### src/rtl/step_fsm_ctrl.sv
// Step-driven 9-state sequence detector with synchronized, debounced button input.
// Optional STEP_COUNT_EN macro adds an 8-bit accepted-step counter output.
module step_fsm_ctrl #(
    parameter int unsigned DEBOUNCE_CYCLES = 1000000
) (
    input  logic       clk,
    input  logic       rst_n,
    input  logic       step_btn,
    input  logic       w,
    input  logic       clr,
    output logic       step_pulse,
    output logic [8:0] state_oh,
`ifdef STEP_COUNT_EN
    output logic       z,
    output logic [7:0] step_count
`else
    output logic       z
`endif
);

    localparam int unsigned CNT_W = (DEBOUNCE_CYCLES > 2) ? $clog2(DEBOUNCE_CYCLES) : 1;
    localparam logic [CNT_W-1:0] CNT_LAST = CNT_W'(DEBOUNCE_CYCLES - 1);

    typedef enum logic [8:0] {
        ST_A = 9'b000000001,
        ST_B = 9'b000000010,
        ST_C = 9'b000000100,
        ST_D = 9'b000001000,
        ST_E = 9'b000010000,
        ST_F = 9'b000100000,
        ST_G = 9'b001000000,
        ST_H = 9'b010000000,
        ST_I = 9'b100000000
    } state_e;

    logic             btn_meta_q, btn_sync_q;
    logic             w_meta_q, w_sync_q;
    logic             deb_q, deb_d;
    logic [CNT_W-1:0] cnt_q, cnt_d;
    logic             pulse_q, pulse_d;
    state_e           state_q, state_d;
    logic             z_q, z_d;

    // Two-flop synchronizers for the asynchronous button and data switch
    always_ff @(posedge clk or negedge rst_n) begin
        if (!rst_n) begin
            btn_meta_q <= 1'b0;
            btn_sync_q <= 1'b0;
            w_meta_q   <= 1'b0;
            w_sync_q   <= 1'b0;
        end else begin
            btn_meta_q <= step_btn;
            btn_sync_q <= btn_meta_q;
            w_meta_q   <= w;
            w_sync_q   <= w_meta_q;
        end
    end

    // Debouncer: accept a new level after DEBOUNCE_CYCLES consecutive disagreeing clocks
    always_comb begin
        deb_d   = deb_q;
        cnt_d   = '0;
        pulse_d = 1'b0;
        if (btn_sync_q != deb_q) begin
            if (cnt_q == CNT_LAST) begin
                deb_d   = btn_sync_q;
                pulse_d = btn_sync_q;
            end else begin
                cnt_d = cnt_q + CNT_W'(1);
            end
        end
    end

    always_ff @(posedge clk or negedge rst_n) begin
        if (!rst_n) begin
            deb_q   <= 1'b0;
            cnt_q   <= '0;
            pulse_q <= 1'b0;
        end else begin
            deb_q   <= deb_d;
            cnt_q   <= cnt_d;
            pulse_q <= pulse_d;
        end
    end

    // Next state: zero-run walks B..E, one-run walks F..I; illegal codes fall back to A
    always_comb begin
        state_d = state_q;
        case (state_q)
            ST_A: if (pulse_q) state_d = w_sync_q ? ST_F : ST_B;
            ST_B: if (pulse_q) state_d = w_sync_q ? ST_F : ST_C;
            ST_C: if (pulse_q) state_d = w_sync_q ? ST_F : ST_D;
            ST_D: if (pulse_q) state_d = w_sync_q ? ST_F : ST_E;
            ST_E: if (pulse_q) state_d = w_sync_q ? ST_F : ST_E;
            ST_F: if (pulse_q) state_d = w_sync_q ? ST_G : ST_B;
            ST_G: if (pulse_q) state_d = w_sync_q ? ST_H : ST_B;
            ST_H: if (pulse_q) state_d = w_sync_q ? ST_I : ST_B;
            ST_I: if (pulse_q) state_d = w_sync_q ? ST_I : ST_B;
            default: state_d = ST_A;
        endcase
        if (clr) begin
            state_d = ST_A;
        end
        z_d = (state_d == ST_E) || (state_d == ST_I);
    end

    always_ff @(posedge clk or negedge rst_n) begin
        if (!rst_n) begin
            state_q <= ST_A;
            z_q     <= 1'b0;
        end else begin
            state_q <= state_d;
            z_q     <= z_d;
        end
    end

    assign step_pulse = pulse_q;
    assign state_oh   = state_q;
    assign z          = z_q;

`ifdef STEP_COUNT_EN
    logic [7:0] step_cnt_q, step_cnt_d;

    // Accepted-step counter; clear beats a coincident step, wraps naturally at 8 bits
    always_comb begin
        step_cnt_d = step_cnt_q;
        if (clr) begin
            step_cnt_d = '0;
        end else if (pulse_q) begin
            step_cnt_d = step_cnt_q + 8'(1);
        end
    end

    always_ff @(posedge clk or negedge rst_n) begin
        if (!rst_n) begin
            step_cnt_q <= '0;
        end else begin
            step_cnt_q <= step_cnt_d;
        end
    end

    assign step_count = step_cnt_q;
`endif

endmodule

### config.mk
export PLATFORM = sky130hd
export DESIGN_NAME = step_fsm_ctrl
export DESIGN_NICKNAME = d
export VERILOG_FILES = /design/src/rtl/step_fsm_ctrl.sv
export SDC_FILE = /design/constraint.sdc
export NUM_CORES = 1
export LEC_CHECK = 0
export ABC_CLOCK_PERIOD_IN_PS = 2000
export CORE_MARGIN = 1.5
export CORE_UTILIZATION = 45
export CTS_CLUSTER_DIAMETER = 200
export DETAILED_ROUTE_END_ITERATION = 8
export HOLD_SLACK_MARGIN = 0.02
export SYNTH_ARGS = -nofsm -noshare
export SYNTH_HDL_FRONTEND = slang
export SYNTH_SLANG_ARGS = --single-unit
### constraint.sdc
create_clock -name clk -period 2 [get_ports clk]
set_input_delay 0.4 -clock clk [delete_from_list [all_inputs] [get_ports clk]]
set_output_delay 0.4 -clock clk [all_outputs]
set_load 0.005 [all_outputs]
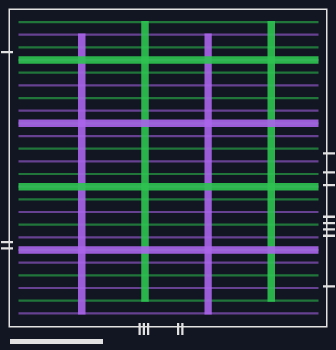
*PDN straps and rails, run 1*
The bar under the picture is 20 microns long. Pins as bars on the die edge.
Key: VDD = green; VSS = purple
4 straps on met5. 24 met1 rails follow the rows. The core has 23 rows. 4 straps on met4.
Die H: 67.9 microns
peak supply drop: 0.390 mV
core area: 4030 sq um

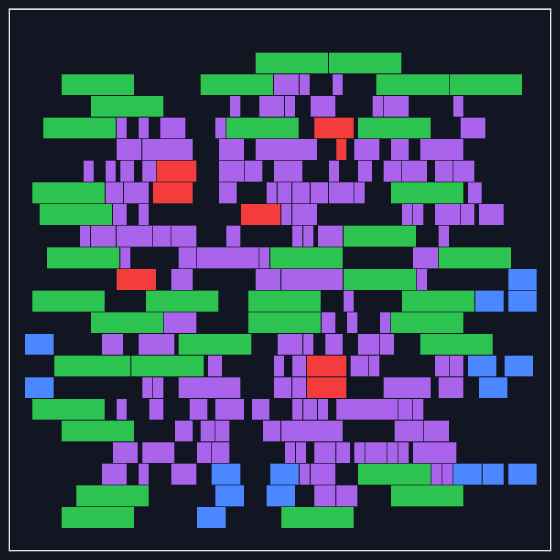
*Placed cells, one colour a class, run 1*
Key: remaining buffers and delay cells = blue [cells 16]; clock drivers and dummy loads = red [cells 8]; registers = green [cells 36]; remaining logic cells = purple [cells 139]
row count: 23
flop share of the area: 41.2%
final core occ: 54.4%

==> impl_metrics.ini, run 1 <==
; flow metrics
[run_status]
status = finished clean

[floorplan]
die-width_microns = 67.9
nWellTaps = 50
dieArea_sq_um = 4600
io_pins = 16
fp_util_pct = 47.0

[clocking]
path_clk_slew_ps = 70
ctsHoldBuffers = 0
clockBufferDepth = 2
cts_buffers = 5
clkSinkCount = 36
cts.repair.resized = 0
h-tree-depth = 2
cts_tree = yes

[placement]
dp_slack_ps = 113
place_inst = 241
dpl_cell_area_sq_um = 2090
place_congestion = 0.886
dp_hpwl_mm = 2.54
port_buffers = 15

[synthesis]
ys_async_sr_fraction_pct = 100
synth_seq_share_pct = 47.7
syn_inst = 178
top_cell_area_share_pct = 46.3
yosysUniqueCellTypes = 44
syn-num-nets = 184
ys_cells = 178
common_cells = dfrtp_1 (35), nor2_1 (30), xor2_1 (15), nand2_1 (13), nand3_1 (10)
xor_share_pct = 9.72
topCellsByArea = dfrtp_1 (46%), xor2_1 (6.9%), nor2_1 (5.9%), nor4_4 (3.4%), xnor2_1 (2.8%)
yosysMostFrequentCell = dfrtp_1
avgSynthCellArea_sq_um = 10.6

[global_route]
grt.total_usage_pct = 19.0
first_global_vias = 1403
grt-busiest-layer = met2
grtUsageMet2_pct = 27.8
grt_use_met3_pct = 5.43
overflow = 0
grt_pass1_wl_mm = 6.50
grt_max_degree = 37
use_met1_pct = 27.7

[timing]
worst_hold_slack_ps = 347
hold_viol = 0
drv_slew = 0
finalCritPeriodShare_pct = 91.8
period_minus_slack_ps = 1840
setup_violations = 0
max_freq_mhz = 545
finalSetupTns_ps = 0
tightest_slew_ps = 439
slew-limit-headroom_pct = 70.7

[hold_path]
hold_class = flop to flop
min_from = btn_meta_q$_DFF_PN0_
hold_depth = 0

[final_layout]
largestClassByArea = combinational gates
final_cells = 249
comb-cell-share_pct = 43.7
inverters_excl_clock = 3
logic_gate_count = 136
n_sequential_cell = 36
final-nonclk-buf-share_pct = 7.19
signal_buffers = 16

[critical_path]
crit_path_max_fanout = 8
path_depth = 1
startpoint_type = flop
rr_worst_depth = 6
critPathTopFamily = flip-flops
critPathCapture = state_oh[6]
critPathSlowestCell = dfrtp_1
slowest_delay_ps = 580
end_kind = output pin
startpoint = state_oh[6]$_DFF_PN0_
worst-r2r-setup-slack_ps = 210
critPathKind = flop to output pin
crit-reg2reg-launch = cnt_q[0]$_DFF_PN0_

[power]
p_total_mw = 1.35
power.switching_uw = 285
powerDensity_nw_per_um2 = 617
swShare_pct = 21.1
powerClk_uw = 560

[route]
wl_met2_mm = 1.57
drt_pre_antenna_iters = 4
final_antenna_net_count = 0
routed_wl_mm = 3.55
top_layer = met4
m1WireLength_mm = 1.82
drt_drc_violations_left = 0
first_iter_violations = 133
wl_per_cell_microns = 14.3
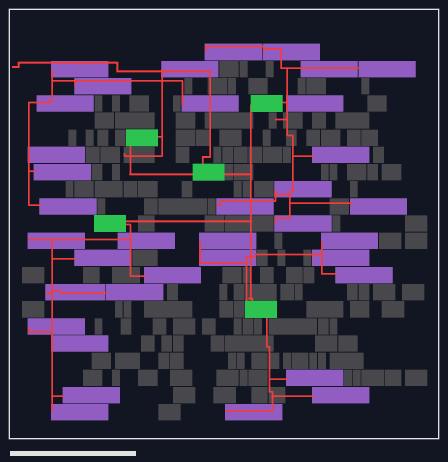
*Routed clock nets over the placement, run 1*
The bar under the picture is 20 microns long.
Key: flip-flops = purple [count 36]; clock wires = red [length 451 microns]; clock-net drivers = green [count 5]
Position of the flops: spread over the die. There are 6 routed clock nets.
Clock Power Share: 41.4%
worst-skew pair later-pin latency: 290 ps

run 1: layout by cell type, fill, tap and decap left out, types with 2 or more instances in the layout:
cell type,n
dfrtp_1,35
nor2_1,30
xor2_1,15
clkdlybuf4s50_1,15
nand2_1,13
nand3_1,10
clkbuf_8,7
nand4_1,6
xnor2_1,6
nand3b_1,4
a21oi_1,4
o21ai_1,3
nor2b_1,3
nor3_1,3
inv_1,3
nor4_4,3
a21oi_2,3
and3_1,3
o21ai_0,2
nor4b_2,2
nor2_2,2
and4_1,2
nor3b_1,2
run 1: registers in the layout (all words and copies together), names as in the netlist:
signal	cells
btn_meta_q	1
btn_sync_q	1
cnt_q	20
deb_q	1
state_oh	9
step_pulse	1
w_meta_q	1
w_sync_q	1
z	1
==> inputs of run 2 (changes only) <==
==> constraint.sdc (replaced) <==
create_clock -name clk -period 2 [get_ports clk]
set_input_delay 0.4 -clock clk [delete_from_list [all_inputs] [get_ports clk]]
set_output_delay 0.4 -clock clk [all_outputs]
set_load 0.1 [all_outputs]
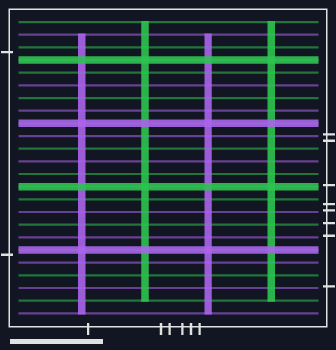
*PDN straps and rails, run 2*
The bar under the picture is 20 microns long. Pins as bars on the die edge.
Key: VDD = green; VSS = purple
4 straps on met5. 4 straps on met4. The core has 23 rows. 16 signal pins sit on the boundary.
Horiz. Die Dim: 67.9 microns
peak supply drop: 0.528 mV

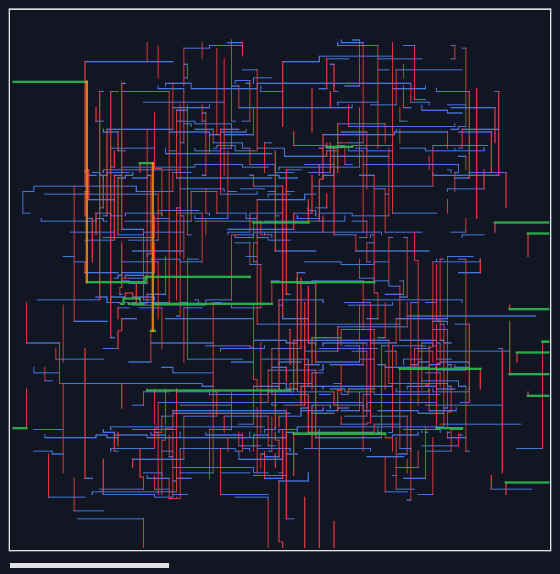
*Signal wires by layer, run 2*
The bar under the picture is 20 microns long.
Key: M3 = green [wire length 151 microns]; M2 = red [wire length 1,800 microns]; M1 = blue [wire length 1,880 microns]; M4 = orange [wire length 46.2 microns]
DR vias: 1,388
final wirelength: 3.88 mm
GRT Util Overall: 19.3%
WL/cell: 15.5 microns

==> run 2 against run 1 <==
Against the previous run:
- global-route usage up 0.32 points
- largest cell class unchanged
- first-iteration DRC count decreased by 47%
- fmax up 1.9%
- flip-flop count stayed put
- cell area up 5.8%
- critical path type is now flop to flop
- utilization up 3.1 points
- die size is the same
- power increased by 5.9%
- sequential power about the same
- register-to-register slack about the same
- count of clock-buffer cells in the layout decreased by 3
==> impl_metrics.ini, run 2 <==
; flow metrics
[final_layout]
comb-cell-share_pct = 41.6
lay_top_cells = dfrtp_1 (31), nor2_1 (30), xor2_1 (15)
clkCellAreaFrac_pct = 4.80
largestClassByArea = combinational gates
inverters_excl_clock = 3
final_cells = 250
largest_register_ffs = 20
signal_buffers = 17
final-nonclk-buf-share_pct = 11.3
num-clock-buffers = 5
seq_area_sq_um = 907
seq_share_pct = 39.1
lay_top_count = dfrtp_1
logic_gate_count = 136
n_sequential_cell = 36
fin_util_pct = 57.5
top_register = cnt_q

[timing]
finalCritPeriodShare_pct = 90.1
slew-limit-headroom_pct = 69.4
finalSetupTns_ps = 0
drv_slew = 0
tightest_slew_ps = 459
setup_violations = 0
period_minus_slack_ps = 1800
hold_viol = 0
max_freq_mhz = 555

[synthesis]
yosysWarnings = 0
common_cells = dfrtp_1 (35), nor2_1 (30), xor2_1 (15), nand2_1 (13), nand3_1 (10)
syn-num-nets = 184
top_cell_area_share_pct = 46.3
yosysUniqueCellTypes = 44
syn_inst = 178
yosysMostFrequentCell = dfrtp_1
ys_cells = 178
xor_share_pct = 9.72
topCellsByArea = dfrtp_1 (46%), xor2_1 (6.9%), nor2_1 (5.9%), nor4_4 (3.4%), xnor2_1 (2.8%)
synth_seq_share_pct = 47.7
avgSynthCellArea_sq_um = 10.6
ys_async_sr_fraction_pct = 100

[power]
seq_power_share_pct = 52.1
seq_power_uw = 746
powerClk_uw = 637
clockPowerShare_pct = 44.5
swShare_pct = 21.7
power.switching_uw = 311

[placement]
port_buffers = 15
place_inst = 242
dpl_cell_area_sq_um = 2200
dp_hpwl_mm = 2.68
place_congestion = 0.826

[global_route]
use_met1_pct = 26.7
grt-busiest-layer = met2
overflow = 0
grt_max_degree = 37
grt_use_met3_pct = 4.44
first_global_vias = 1393
grt_pass1_wl_mm = 6.60
grtUsageMet2_pct = 29.9

[floorplan]
coreArea_sq_um = 4030
dieArea_sq_um = 4600
io_pins = 16
nWellTaps = 50
fp_util_pct = 47.0
rows = 23

[route]
final_antenna_net_count = 0
drt_drc_violations_left = 0
first_iter_violations = 71
wl_met3_microns = 150
drt_pre_antenna_iters = 4
m1WireLength_mm = 1.88
top_layer = met4
wl_met2_mm = 1.80

[hold_path]
hold_depth = 0
hold_class = flop to flop
min_from = btn_meta_q$_DFF_PN0_

[critical_path]
crit-reg2reg-launch = cnt_q[0]$_DFF_PN0_
critPathKind = flop to flop
startpoint_type = flop
rr_worst_depth = 5
startpoint = cnt_q[0]$_DFF_PN0_
critPathCapture = deb_q$_DFFE_PN0P_
worst-r2r-setup-slack_ps = 200
crit_path_max_fanout = 5
cp_data_arrival_time_ps = 1970
end_kind = flop

[clocking]
h-tree-depth = 2
cts_tree = yes
clkSinkCount = 36
path_clk_slew_ps = 70
clockBufferDepth = 2
cts_buffers = 5
clock_latency_ps = 290
ctsHoldBuffers = 0

[run_status]
status = finished clean
-- run 2: metrics by stage --
step | total power, mW | setup WS, ps | hold WS (ps)
5_1_grt | 1.47 | 50.2 | 370
3_3_place_gp | 0.806 | 157 | 335
6_report | 1.43 | 198 | 360
4_1_cts | 1.45 | 143 | 364
2_1_floorplan | 0.779 | 16.2 | 104
3_5_place_dp | 0.810 | 74.2 | 346
-- run 2: critical path: stages, from the launching register on --
cell and delay [ps]:
dfrtp_1 410, ha_1 230, nand2_1 150, nor2_2 180
nand4_1 290, mux2_1 420
-- run 2: timing repair --
| item | 4_1_cts | 5_1_grt |
|---|---|---|
| endpoints found under the setup margin | 0 | 15 |
| setup buffers | 0 | 0 |
| gates resized | 0 | 1 |
| endpoints found under the hold margin | 0 | 0 |
==> inputs of run 3 (changes only) <==
--- a/config.mk
+++ b/config.mk
@@ -14,3 +14,4 @@
 export SYNTH_ARGS = -nofsm -noshare
 export SYNTH_HDL_FRONTEND = slang
 export SYNTH_SLANG_ARGS = --single-unit
+export TNS_END_PERCENT = 1
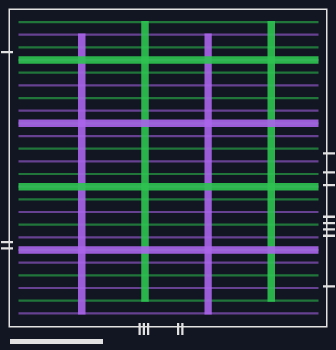
*PDN straps and rails, run 3*
The bar under the picture is 20 microns long. Pins as bars on the die edge.
peak supply drop: 0.385 mV

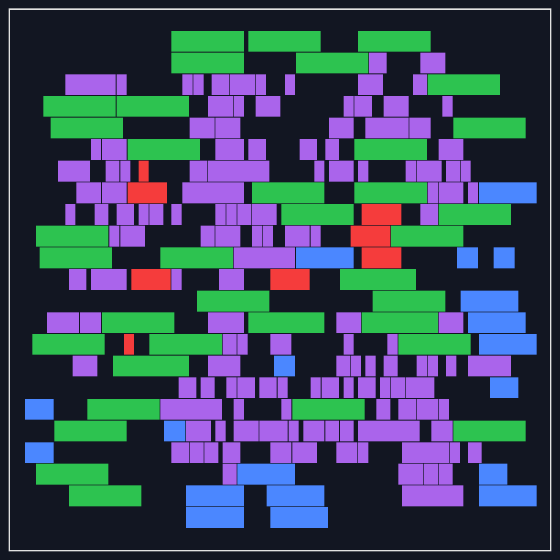
*Placed cells, one colour a class, run 3*
Key: remaining logic cells = purple [cells 139]; remaining buffers and delay cells = blue [cells 19]; clock drivers and dummy loads = red [cells 8]; registers = green [cells 36]
design area: 2320 sq um
final core occ: 57.7%
flop share of the area: 39.0%

==> run 3 against run 2 <==
Against the previous run:
- area after synthesis unchanged
- synthesized cell count unchanged
- non-clock buffer count up 2
- worst hold slack worse by 9.5 ps
- power down 8.1%
- count of clock-buffer cells in the layout up 3
- clock power down 19%
- critical path depth up 1
- critical path type unchanged
==> impl_metrics.ini, run 3 <==
; flow metrics
[clocking]
clkSinkCount = 36
h-tree-depth = 2
path_clk_slew_ps = 60
cts.repair.resized = 0
cts_buffers = 5
cts_setup_buffers = 0
clockBufferDepth = 2

[final_layout]
lay_top_cells = dfrtp_1 (32), nor2_1 (30), xor2_1 (15)
final_cells = 252
final-nonclk-buf-share_pct = 12.5
seq_area_sq_um = 906
largestClassByArea = combinational gates
num-clock-buffers = 8
comb-cell-share_pct = 41.5
top_register = cnt_q
logic_gate_count = 136
largest_register_ffs = 20

[critical_path]
critPathKind = flop to flop
rr_worst_depth = 6
crit-reg2reg-launch = cnt_q[0]$_DFF_PN0_
slowest_delay_ps = 410
worst-path-buf-inv = 0
critPathSlowestCell = dfrtp_1
cp_data_arrival_time_ps = 1920

[power]
p_total_mw = 1.32

[placement]
dp_hpwl_mm = 2.73
port_buffers = 15

[route]
wl_met2_mm = 1.74
final_antenna_net_count = 0
num_vias = 1410
drt_drc_violations_left = 0
routed_wl_mm = 3.72
wl_met3_microns = 160

[floorplan]
dieArea_sq_um = 4600
die-width_microns = 67.9
nWellTaps = 50
rows = 23
fp_util_pct = 47.0

[timing]
drv_slew = 0
finalCritPeriodShare_pct = 88.4
finalSetupTns_ps = 0
setup_slack_ps = 231
setup_violations = 0
tightest_slew_ps = 604
slew-limit-headroom_pct = 59.6
max_freq_mhz = 565

[synthesis]
synth_seq_share_pct = 47.7
avgSynthCellArea_sq_um = 10.6
ys_async_sr_fraction_pct = 100
common_cells = dfrtp_1 (35), nor2_1 (30), xor2_1 (15), nand2_1 (13), nand3_1 (10)
topCellsByArea = dfrtp_1 (46%), xor2_1 (6.9%), nor2_1 (5.9%), nor4_4 (3.4%), xnor2_1 (2.8%)
top_cell_area_share_pct = 46.3
yosysMostFrequentCell = dfrtp_1
syn_inst = 178

[global_route]
grt-busiest-layer = met2
grt_max_degree = 20
grtUsageMet2_pct = 29.7
use_met1_pct = 26.0
overflow = 0
grt.total_usage_pct = 19.0
grt_pass1_wl_mm = 6.60
grt_use_met3_pct = 4.77

[run_status]
status = finished clean
-- run 3: how the worst max path moves through the flow --
stage                     startpoint               endpoint  cells past startpoint
2_1_floorplan  state_oh[1]$_DFF_PN0_  state_oh[0]$_DFF_PN1_                      5
4_1_cts           cnt_q[0]$_DFF_PN0_     cnt_q[2]$_DFF_PN0_                      6
6_report          cnt_q[0]$_DFF_PN0_     cnt_q[2]$_DFF_PN0_                      6
5_1_grt           cnt_q[0]$_DFF_PN0_     cnt_q[2]$_DFF_PN0_                      6
3_3_place_gp                     clr  state_oh[1]$_DFF_PN0_                      6
3_5_place_dp                     clr  state_oh[0]$_DFF_PN1_                      6
-- run 3: power breakdown --
group | internal [mW] | switching, mW
logic | 0.0218 | 0.0318
registers | 0.737 | 0.00940
clock network | 0.281 | 0.236
total | 1.04 | 0.277

==> screenshots <==
Clock routing.
panel A
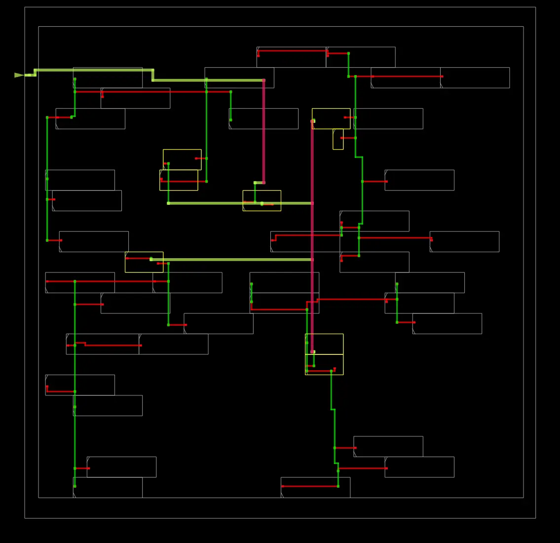
panel B
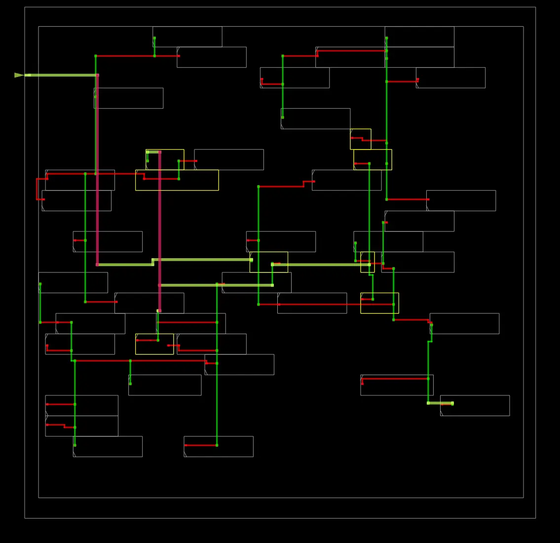
panel C
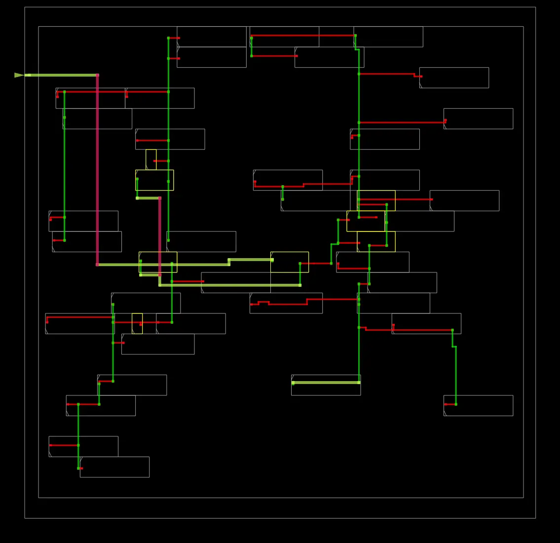
The one with the fewest clock buffers is panel B.
- panel A = run 1
- panel C = run 3
- panel B = run 2

Power figures rest on the tool's default switching activity, not on a simulated workload.
